===== src/rtl/mmio_uart_tx.sv =====
// Memory-mapped 8N1 UART transmitter with a TX FIFO and a programmable baud divisor.
// Register reads are combinational so a single-cycle core sees them during the load.
module mmio_uart_tx #(
  parameter logic [31:0] BASE_ADDR  = 32'h1000_0000,
  parameter int unsigned FIFO_DEPTH = 8,
  parameter logic [15:0] DIV_RST    = 16'd434
) (
  input  logic        clk,
  input  logic        rst,
  input  logic        MemWrite,
  input  logic [31:0] ALUResult,
  input  logic [31:0] WriteData,
  output logic [31:0] ReadData,
  output logic        sel,
  output logic        tx,
  output logic        busy
);

  localparam int unsigned AW = $clog2(FIFO_DEPTH);
  localparam logic [AW:0] PTR_ONE = 1;

  // IDLE: line high, waiting for FIFO | START/DATA/STOP: frame bits, each bit_div clocks
  typedef enum logic [1:0] {S_IDLE, S_START, S_DATA, S_STOP} state_t;

  state_t      state_q, state_d;
  logic [AW:0] wptr_q, wptr_d, rptr_q, rptr_d;
  logic [7:0]  mem_q [FIFO_DEPTH];
  logic [7:0]  shift_q, shift_d;
  logic [15:0] bit_div_q, bit_div_d;
  logic [15:0] cnt_q, cnt_d;
  logic [2:0]  bitcnt_q, bitcnt_d;
  logic [15:0] div_q, div_d;
  logic        ovf_q, ovf_d;
  logic        tx_q, tx_d;

  logic [3:0]  off;
  logic        wr_en, push_req, push, pop, clr_ovf, set_ovf, div_wr;
  logic        empty, full, bit_end;
  logic [7:0]  head;
  logic        unused_wdata;

  assign sel      = (ALUResult[31:4] == BASE_ADDR[31:4]);
  assign off      = ALUResult[3:0];
  assign wr_en    = MemWrite & sel;
  assign push_req = wr_en & (off == 4'h0);
  assign clr_ovf  = wr_en & (off == 4'h4) & WriteData[3];
  assign div_wr   = wr_en & (off == 4'h8);
  assign unused_wdata = ^WriteData[31:16];

  assign empty   = (wptr_q == rptr_q);
  assign full    = (wptr_q[AW] != rptr_q[AW]) && (wptr_q[AW-1:0] == rptr_q[AW-1:0]);
  assign head    = mem_q[rptr_q[AW-1:0]];
  assign bit_end = (cnt_q == bit_div_q - 16'd1);
  assign tx      = tx_q;

  always_ff @(posedge clk or negedge rst) begin
    if (!rst) begin
      state_q   <= S_IDLE;
      wptr_q    <= '0;
      rptr_q    <= '0;
      shift_q   <= '0;
      bit_div_q <= DIV_RST;
      cnt_q     <= '0;
      bitcnt_q  <= '0;
      div_q     <= DIV_RST;
      ovf_q     <= 1'b0;
      tx_q      <= 1'b1;
    end else begin
      state_q   <= state_d;
      wptr_q    <= wptr_d;
      rptr_q    <= rptr_d;
      shift_q   <= shift_d;
      bit_div_q <= bit_div_d;
      cnt_q     <= cnt_d;
      bitcnt_q  <= bitcnt_d;
      div_q     <= div_d;
      ovf_q     <= ovf_d;
      tx_q      <= tx_d;
    end
  end

  always_ff @(posedge clk) begin
    if (push) mem_q[wptr_q[AW-1:0]] <= WriteData[7:0];
  end

  always_comb begin
    state_d   = state_q;
    cnt_d     = cnt_q;
    bitcnt_d  = bitcnt_q;
    shift_d   = shift_q;
    bit_div_d = bit_div_q;
    unique case (state_q)
      S_IDLE: begin
        if (pop) begin
          shift_d   = head;
          bit_div_d = div_q;
          cnt_d     = '0;
          state_d   = S_START;
        end
      end
      S_START: begin
        if (bit_end) begin
          cnt_d    = '0;
          bitcnt_d = '0;
          state_d  = S_DATA;
        end else cnt_d = cnt_q + 16'd1;
      end
      S_DATA: begin
        if (bit_end) begin
          cnt_d   = '0;
          shift_d = {1'b0, shift_q[7:1]};
          if (bitcnt_q == 3'd7) state_d = S_STOP;
          else bitcnt_d = bitcnt_q + 3'd1;
        end else cnt_d = cnt_q + 16'd1;
      end
      S_STOP: begin
        if (bit_end) begin
          cnt_d = '0;
          // back-to-back frames: reload straight into START with no idle gap
          if (pop) begin
            shift_d   = head;
            bit_div_d = div_q;
            state_d   = S_START;
          end else state_d = S_IDLE;
        end else cnt_d = cnt_q + 16'd1;
      end
      default: state_d = S_IDLE;
    endcase
  end

  always_comb begin
    pop  = ~empty & ((state_q == S_IDLE) | ((state_q == S_STOP) & bit_end));
    busy = (state_q != S_IDLE) | ~empty;
    tx_d = 1'b1;
    case (state_d)
      S_START: tx_d = 1'b0;
      S_DATA:  tx_d = shift_d[0];
      default: tx_d = 1'b1;
    endcase
  end

  always_comb begin
    push    = push_req & (~full | pop);
    set_ovf = push_req & full & ~pop;
    ovf_d   = set_ovf | (ovf_q & ~clr_ovf);
    div_d   = div_q;
    if (div_wr) div_d = (WriteData[15:0] == 16'd0) ? 16'd1 : WriteData[15:0];
    wptr_d  = push ? wptr_q + PTR_ONE : wptr_q;
    rptr_d  = pop ? rptr_q + PTR_ONE : rptr_q;
  end

  always_comb begin
    ReadData = '0;
    if (sel) begin
      case (off)
        4'h4:    ReadData = {28'b0, ovf_q, busy, full, empty};
        4'h8:    ReadData = {16'b0, div_q};
        default: ReadData = '0;
      endcase
    end
  end

endmodule


===== config.mk =====
export PLATFORM = sky130hd
export DESIGN_NAME = mmio_uart_tx
export DESIGN_NICKNAME = d
export VERILOG_FILES = /design/src/rtl/mmio_uart_tx.sv
export SDC_FILE = /design/constraint.sdc
export NUM_CORES = 1
export LEC_CHECK = 0
export ABC_AREA = 1
export ABC_CLOCK_PERIOD_IN_PS = 4100
export CORE_MARGIN = 2
export CORE_UTILIZATION = 45
export DETAILED_ROUTE_END_ITERATION = 6
export HOLD_SLACK_MARGIN = 0.02
export PLACE_DENSITY = 0.71
export SLEW_MARGIN = 40
export SYNTH_ARGS = -nofsm -noshare
export SYNTH_HDL_FRONTEND = slang
export SYNTH_SLANG_ARGS = --single-unit

===== constraint.sdc =====
create_clock -name clk -period 4.1 [get_ports clk]
set_clock_uncertainty 0.15 [all_clocks]
set_input_delay 0.615 -clock clk [delete_from_list [all_inputs] [get_ports clk]]
set_output_delay 0.615 -clock clk [all_outputs]
set_load 0.05 [all_outputs]

Figure 1. Metal layers overlaid (run 1).
Two of the layers only.
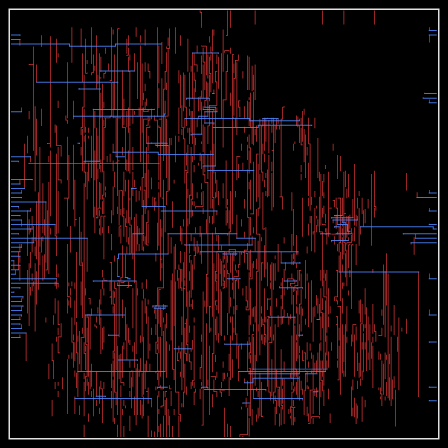
[blue] M3 | wire length: 1060 um
[red] M2 | wire length: 8160 um

Figure 2. Where the registers sit (run 1).
The bar under the picture is 50 um long. Other sequential cells in the stronger gray, the rest of the logic in the fainter gray.
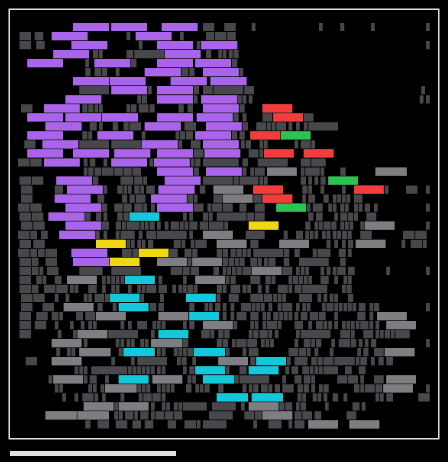
[cyan] bit_div_q | flops: 16 | where: bottom middle
[green] bitcnt_q | flops: 3
[yellow] wptr_q | flops: 4
[red] shift_q | flops: 8
[purple] mem_q | flops: 64

Figure 3. Local utilization (run 1).
The bar under the picture is 50 um long. The die is cut into 13 by 13 equal tiles; dark purple is low, yellow is high, 0 to 100% covered.
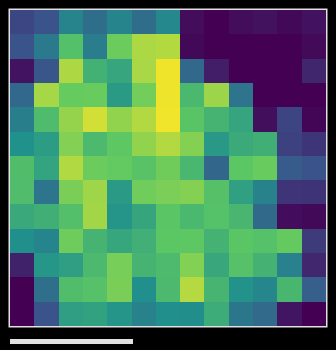
emptiest ninth of the die: top right
nearly empty tiles: 8.9%
fullest tile: 98%
mean over tiles: 50%

## run 1: power by group
group	switching, mW	total (mW)	internal [mW]
Combinational	0.0730	0.120	0.0474
Sequential	0.00000000187	1.42	1.42
Clock	0.629	1.54	0.915
## run 1: per-stage QoR
stage	instances	util [%]
final	1092	56.5
after global routing	1092	56.5
after CTS	1092	56.5
after detailed placement	1060	52.6
after global placement	1060	52.6
after floorplan	815	-
## run 1: synth_stat cells, drive strengths merged (2+ instances only)
cell type,n,area share [%]
nand4,12,1.1
inv,76,4.1
edfxtp,64,27
o221ai,11,1.4
dfstp,11,4.1
nor2,104,6.2
nand2,213,12
clkbuf,16,0.86
nor4,13,1.4
a21oi,9,0.70
mux2i,3,0.43
nand3,31,2.5
o22ai,17,1.5
xnor2,8,1.0
or2,2,0.18
dfrtp,60,21
nor3,13,0.93
xor2,22,2.9
ha,6,1.1
o21ai,70,5.0
nand3b,7,0.75
buf,20,2.1
## run 1: layer usage
layer  part of all wire [%]  vias up  GRT usage (%)
li1                       -     2836              -
met1                     45     2727           29.9
met2                     47      207           35.2
met3                    6.1       24           5.07
met4                    1.8        0           7.61
met5                      0        -              0
## run 1: final cells by class
cell class	count	area, um2	share of cell area (%)
clock buffer	19	433	5.04
clock inverter	13	161	1.88
inverter	77	293	3.41
multi-input combinational	567	2870	33.4
sequential	135	3710	43.2
tap	188	235	2.74
timing repair buffer	93	888	10.3
## run 1: critical path: cells and delay by family
| kind | cells | cell delay (ps) |
|---|---|---|
| AND/OR/NAND/NOR | 3 | 680 |
| buffers and inverters | 3 | 1420 |
## run 1: flip-flops by register name, summed over array words and instances (netlist names)
register	flops
tx	1
bit_div_q	16
rptr_q	4
cnt_q	16
ovf_q	1
bitcnt_q	3
state_q	2
wptr_q	4
shift_q	8
mem_q	64
div_q	16
==> impl_metrics.yaml, run 1 <==
# physical design summary
detailed_routing:
  first_pass_iters: 5
  vias_per_cell: 5.31
  initialDrtViolationCount: 474
  vias: 5794
  drc: 0
  wl_per_cell_um: 15.9
  wirelength_um: 17300
cells_and_area:
  lay_top_count: "nand2_1"
  n_antenna_cell: 0
  final_cell_area_mm2: 0.00859
  fillers: 1327
  area_growth_pct: 22.4
  drive_gt1_share_pct: 12.8
  nets: 964
clock_tree:
  cts_tree: "built"
  cts_buffers: 17
  clkLatencyLatePin_ps: 430
  postCtsHoldBufs: 0
  clockBufferDepth: 2
  htree_levels: 4
  clock-root-buffer: "clkbuf_16"
  path_clk_slew_ps: 60
  clock_sinks: 135
  post-cts-setup-buffer-count: 0
sta:
  finalCritPeriodShare_pct: 84.9
  grt_setup_unrepaired: "no"
  drv_slew: 0
  worstMarginPinSlew_ps: 580
  period_minus_slack_ps: 3480
  timing.hold.ws_ps: 25.3
  setup_viol: 0
  maxSlewHeadroom_pct: 61.1
  hold_viol_final: 0
setup_path:
  worstPathCellList: "clkdlybuf4s50_1, inv_1, nor4_1, nand3_1, nor2_1, clkdlybuf4s50_1"
  cpMostUsedCell: "clkdlybuf4s50_1"
  path_class: "in2out"
  required_ps: 3340
  worstRegToRegCells: 19
  critPathSlowestCell: "clkdlybuf4s50_1"
  cp_data_arrival_time_ps: 2720
  crit_fanout: 5
  crit_path_start_kind: "input pin"
  r2r-end: "mem_q[0][0]$_DFFE_PP_"
  max_stage_delay_ps: 900
  r2r_setup_slack_ps: 860
  reg2reg_from: "bit_div_q[0]$_DFFE_PN0P_"
  startpoint: "ALUResult[28]"
  cp-endpoint: "sel"
place:
  gp_congestion: 0.866
  pre_cts_slack_ps: 610
  port_buffers: 69
  place_hpwl_um: 12300
  dpl_cell_area_mm2: 0.00799
die:
  fp.dieArea_mm2: 0.0166
  row_count: 45
  io_pins: 102
  die_h_um: 129
  fp.dieW_um: 129
  core_mm2: 0.0152
  fp_util_pct: 46.2
run:
  openroad.warnings: 42
  drv_cap: 0
synth:
  ys.flops: 135
  edf_count: 64
  xor_share_pct: 3.85
  postSynthSeqShare_pct: 52.9
  async_flop_share_pct: 52.6
  aoi_share_pct: 9.66
  post_synth_instance_area_mm2: 0.00702
  ys_area_mm2: 0.00702
  yosys_warnings: 0
  mux_area_share_pct: 0.428
  synth_cell_type_count: 48
  synth.logic.top_family: "simple AND/OR/NAND/NOR gates"
  syn_inst: 800
  ys_cells: 800
  simple_gate_share_pct: 24.9
  synth_area_per_cell_um2: 8.77
grt:
  grt_overflow: 0
  grt_max_degree: 35
  antenna_found_initial: 0
  grt_pass1_wl_um: 28100
pwr:
  vdd_ir_drop_max_v: 0.000293
  leakage_nw: 3.70
  total_power_mw: 3.09
min_path:
  hp-class: "in2async"
run_status:
  outcome: "finished, final reports clean"
Figure 4. Routed metal per tile (run 1).
The die is cut into 26 by 26 equal tiles; dark purple is low, yellow is high, scaled to the fullest tile. Values are wire area over tile area, all layers added.
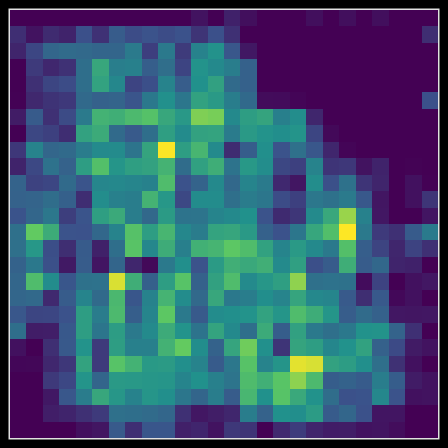

==> run 2: changes to the inputs <==
- ABC_CLOCK_PERIOD_IN_PS: 4100 -> 2900
- PLACE_DENSITY: 0.71 -> 0.74
- clock period: 4.1 -> 2.9 ns (I/O delays scaled with it)
Figure 5. Routed metal per tile (run 2).
The die is cut into 26 by 26 equal tiles; dark purple is low, yellow is high, scaled to the fullest tile. Values are wire area over tile area, all layers added.
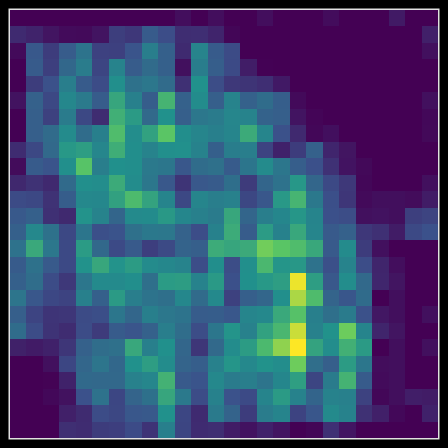
nearly empty tiles: 21%
mean over tiles: 0.18
fullest tile: 0.67
emptiest ninth of the die: top right
densest ninth of the die: middle
tiles over half the peak: 12%

Figure 6. Local utilization (run 2).
The bar under the picture is 50 um long. The die is cut into 13 by 13 equal tiles; dark purple is low, yellow is high, 0 to 100% covered.
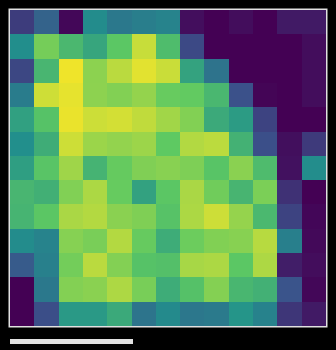
Initial Util: 46.2%
Util after Layout: 61.3%
Core ar.: 0.0152 mm2

==> run 2 against run 1 <==
Global-route usage rose by 0.23 points. Highest routed layer unchanged. The run now ends with setup timing left. Flip-flop count did not move. Final area rose by 8.5%. Critical path type is now reg2reg. Largest cell class unchanged. Largest power group unchanged. Power rose by 40%.
==> impl_metrics.yaml, run 2 <==
# physical design summary
run_status:
  outcome: "finished, violations left"
  violations: "setup timing"
setup_path:
  r2r-end: "tx$_DFF_PN1_"
  crit_path_start_kind: "flop"
  r2r_setup_slack_ps: -70
synth:
  syn_inst: 800
  yosys_warnings: 0
  synth_top_area_share_pct: 27.4
  synth_dominant_cell_count: "nand2_1"
  postSynthSeqShare_pct: 52.9
clock_tree:
  path_clk_slew_ps: 60
  cts_tree: "built"
  clock-root-buffer: "clkbuf_16"
  cts_buffers: 17
  clkLatencyLatePin_ps: 430
  htree_levels: 4
pwr:
  power.switching_mw: 1.02
  p_comb_mw: 0.177
  power_switching_share_pct: 23.6
  seq_power_share_pct: 46.5
  pg_seq_mw: 2.01
  p_clk_share_pct: 49.4
  total_power_mw: 4.32
die:
  row_count: 45
  fp.dieArea_mm2: 0.0166
  io_pins: 102
  fp.dieW_um: 129
detailed_routing:
  wirelength_um: 18100
  met3_length_um: 1100
  met2WireLength_um: 8820
  drt-met1-wl_um: 7870
  vias_per_cell: 5.38
grt:
  grt_max_degree: 72
  grt_pass1_wl_um: 28500
  grt_overflow: 0
run:
  openroad.warnings: 44
place:
  dpl_cell_area_mm2: 0.00840
  port_buffers: 69
  dp.cells: 1085
  pre_cts_slack_ps: -261
cells_and_area:
  largest_reg_flops: 64
  final_cell_area_mm2: 0.00932
  drive_gt1_share_pct: 22.4
sta:
  setup_viol: 59
  timing.hold.ws_ps: 326
  drv_slew: 0
  setup_slack_ps: -65.8
  grt_setup_unrepaired: "yes"
min_path:
  hp-class: "reg2reg"
Figure 7. Metal layers overlaid (run 2).
Two of the layers only.
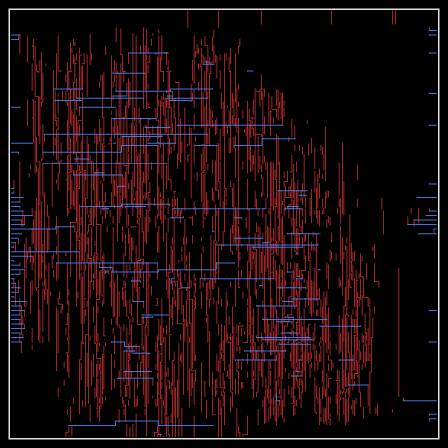
[red] M2 | wire length: 8820 um
[blue] M3 | wire length: 1100 um

run 2: cell counts after synthesis:
Identical to the previous run, type by type.
run 2: layer usage:
layer  track usage, %  vias up
met4             7.74        0
met5                0        -
met3             4.41       32
met2             35.3      225
met1             30.9     2911
li1                 -     2907
run 2: tightest hold or removal path, cell delays in order (launching register included):
cell	delay (ps)
dfstp_2	380
nand2_1	60
nand2_1	40
run 2: worst max-delay path by stage:
stage	to	slack, ps	cells after the start
5_1_grt	tx$_DFF_PN1_	-220	24
2_1_floorplan	mem_q[0][0]$_DFFE_PP_	-50	16
3_5_place_dp	mem_q[2][6]$_DFFE_PP_	-260	11
6_report	tx$_DFF_PN1_	-70	24
4_1_cts	mem_q[1][2]$_DFFE_PP_	0.7	20
3_3_place_gp	mem_q[2][7]$_DFFE_PP_	-170	12
run 2: cell type report:
| type | count | area (um2) | area share, % |
|---|---|---|---|
| repair buffers | 130 | 1390 | 14.9 |
| well taps | 188 | 235 | 2.52 |
| flip-flops and latches | 135 | 3720 | 39.9 |
| clock inverters | 14 | 153 | 1.64 |
| inverters | 77 | 297 | 3.18 |
| multi-input cells | 567 | 3100 | 33.3 |
| clock buffers | 18 | 429 | 4.60 |
run 2: logic make-up after synthesis:
family,Yosys count,share of synthesized area (%)
flip-flops,135,52.9
multiplexers,3,0.428
adder cells (fa/ha/maj),6,1.07
AND/OR/NAND/NOR,397,24.9
AND-OR/OR-AND,115,9.66
other,1,0.0534
buffers and inverters,113,7.15
XOR/XNOR,30,3.85
run 2: timing repair:
| action | in CTS | in global routing |
|---|---|---|
| gates cloned | 0 | 0 |
| setup endpoints to repair | 56 | 99 |
| setup buffers | 4 | 7 |
| pin swaps | 5 | 18 |
| endpoints found under the hold margin | 60 | 0 |
| gates resized | 11 | 59 |
| hold buffers | 1 | 0 |
==> run 3: changes to the inputs <==
- CAP_MARGIN: not set -> 25
Figure 8. Clock wiring as the flow saved it (run 3).
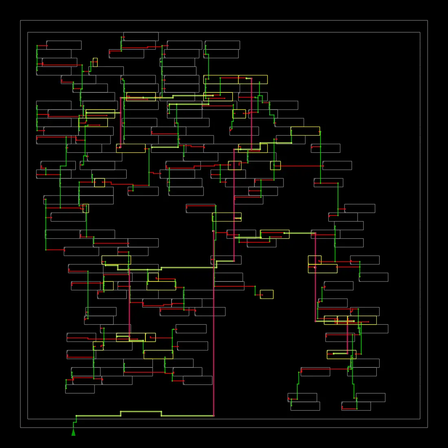
CTS buffer count: 17
Clock Power: 2.14 mW

Figure 9. Where the registers sit (run 3).
The bar under the picture is 50 um long. Other sequential cells in the stronger gray, the rest of the logic in the fainter gray.
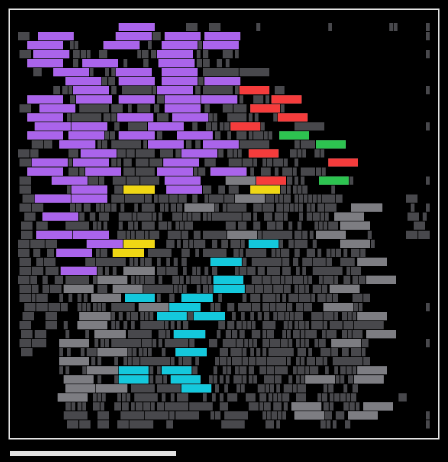
[yellow] wptr_q | flops: 4
[purple] mem_q | flops: 64
[green] bitcnt_q | flops: 3
[red] shift_q | flops: 8 | where: top middle
[cyan] bit_div_q | flops: 16
not colored: 40

Figure 10. Routed metal per tile (run 3).
The die is cut into 26 by 26 equal tiles; dark purple is low, yellow is high, scaled to the fullest tile. Values are wire area over tile area, all layers added.
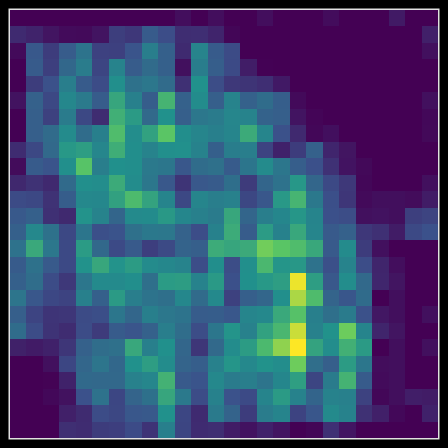
tiles over half the peak: 12%
mean over tiles: 0.18
emptiest ninth of the die: top right
nearly empty tiles: 21%

==> run 3 against run 2 <==
Critical path type unchanged. Clock power about the same. Via count unchanged. Sequential power about the same. Maximum frequency unchanged. Synthesized area unchanged. Highest routed layer unchanged. Synthesized cell count unchanged. Wire length unchanged. Worst setup slack unchanged. Register-to-register slack about the same. The flow still finishes with violations (setup timing).
==> impl_metrics.yaml, run 3 <==
# physical design summary
run_status:
  outcome: "finished, violations left"
  violations: "setup timing"
clock_tree:
  cts_tree: "built"
  clockBufferDepth: 2
  clock_sinks: 135
  path_clk_slew_ps: 60
setup_path:
  worstRegToRegCells: 24
  crit_buf_inv: 8
  critPathSlowestCell: "dfrtp_1"
  required_ps: 3110
  r2r_setup_slack_ps: -70
  path_class: "reg2reg"
  cp_data_arrival_time_ps: 3180
  worstPathCellList: "inv_2, ha_4, nand3_4, nor2_4, buf_6, xor2_2, nand2_1, inv_1, nand2_1, nor2_2, nand3_1, nand2_2, buf_4, buf_4, buf_4, buf_4, buf_4, nand3_2, nand2_1, nand2_1, nand2_2, nand2_1, nand3_2, nand2_2"
synth:
  postSynthSeqShare_pct: 52.9
  fa_ha_area_share_pct: 1.07
  ys.flops: 135
  synth_top_area_share_pct: 27.4
  edf_count: 64
  mux_area_share_pct: 0.428
  synth_dominant_cell_count: "nand2_1"
  synth_area_per_cell_um2: 8.77
  synth_cell_type_count: 48
  syn_inst: 800
  area_leaders: "edfxtp_1 27%, dfrtp_1 21%, nand2_1 11%, nor2_1 5.0%, o21ai_0 4.8%"
  async_flop_share_pct: 52.6
  yosysTopAreaCell: "edfxtp_1"
  ys_top_cells_by_count: "205 x nand2_1, 94 x nor2_1, 70 x inv_1"
  xor_share_pct: 3.85
  yosys_warnings: 0
cells_and_area:
  lay_top_count: "nand2_1"
  largest_reg_flops: 64
  fin_cells: 1129
grt:
  grt_util_met3_pct: 4.41
  antenna_found_initial: 0
  grt_max_degree: 72
  grt-busiest-layer: "met2"
  grt_overflow: 0
  grt.met1_usage_pct: 30.9
die:
  fp.dieArea_mm2: 0.0166
  row_count: 45
  die_h_um: 129
  core_mm2: 0.0152
  fp_util_pct: 46.2
pwr:
  power_switching_share_pct: 23.6
  p_comb_share_pct: 4.1
  p_clk_share_pct: 49.4
  power_leader: "the clock network"
  total_power_mw: 4.32
  leakage_nw: 3.97
  power.switching_mw: 1.02
detailed_routing:
  met3_length_um: 1100
  initialDrtViolationCount: 561
  wl_per_cell_um: 16.1
  vias: 6075
  drt-met1-wl_um: 7870
  met2WireLength_um: 8820
  drc: 0
run:
  drv_cap: 0
sta:
  grt_setup_unrepaired: "yes"
  period_minus_slack_ps: 2970
  setup_slack_ps: -65.8
  drv_slew: 0
  setup_viol: 59
place:
  place_hpwl_um: 12600
  pre_cts_slack_ps: -261
==> run 3: cell counts in the layout (fill, tap and decap cells not counted) <==
Identical to the previous run, type by type.
==> run 3: logic make-up (layout without fill, tap and decap cells) <==
kind of cell,Yosys count,in the layout
xor+xnor,30,30
other cells,1,16
compound gates,115,115
mux,3,3
simple gates,397,397
buf+inv,113,239
flops,135,135
fa+ha+maj,6,6
==> run 3: what timing repair did <==
action | in CTS | in global routing
endpoints found under the setup margin | 56 | 99
pin swaps | 5 | 18
endpoints found under the hold margin | 60 | 0
setup buffers | 4 | 7
gates resized | 11 | 59
cloned | 0 | 0
hold buffers | 1 | 0
==> run 3: area by class of cell <==
type | instances | area [um2]
Sequential cell | 135 | 3720
Fill cell | 1225 | 5880
Inverter | 77 | 297
Timing Repair Buffer | 130 | 1390
Clock buffer | 18 | 429
Clock inverter | 14 | 153
Multi-Input combinational cell | 567 | 3100
Tap cell | 188 | 235
==> run 3: per-stage QoR <==
stage,area [um2],hold slack [ps]
floorplan,7110,-10.6
finish,9320,326
detailed placement,8400,318
CTS,9070,327
global placement,8400,310
global route,9320,340
==> run 3: how the worst max path moves through the flow <==
stage | cells past startpoint | endpoint | slack, ps | from
2_1_floorplan | 16 | mem_q[0][0]$_DFFE_PP_ | -50 | bit_div_q[1]$_DFFE_PN1P_
3_3_place_gp | 12 | mem_q[2][7]$_DFFE_PP_ | -170 | ALUResult[28]
3_5_place_dp | 11 | mem_q[2][6]$_DFFE_PP_ | -260 | ALUResult[16]
4_1_cts | 20 | mem_q[1][2]$_DFFE_PP_ | 0.7 | bit_div_q[1]$_DFFE_PN1P_
5_1_grt | 24 | tx$_DFF_PN1_ | -220 | bit_div_q[0]$_DFFE_PN0P_
6_report | 24 | tx$_DFF_PN1_ | -70 | bit_div_q[0]$_DFFE_PN0P_
Power is estimated from default activity; no workload was simulated.
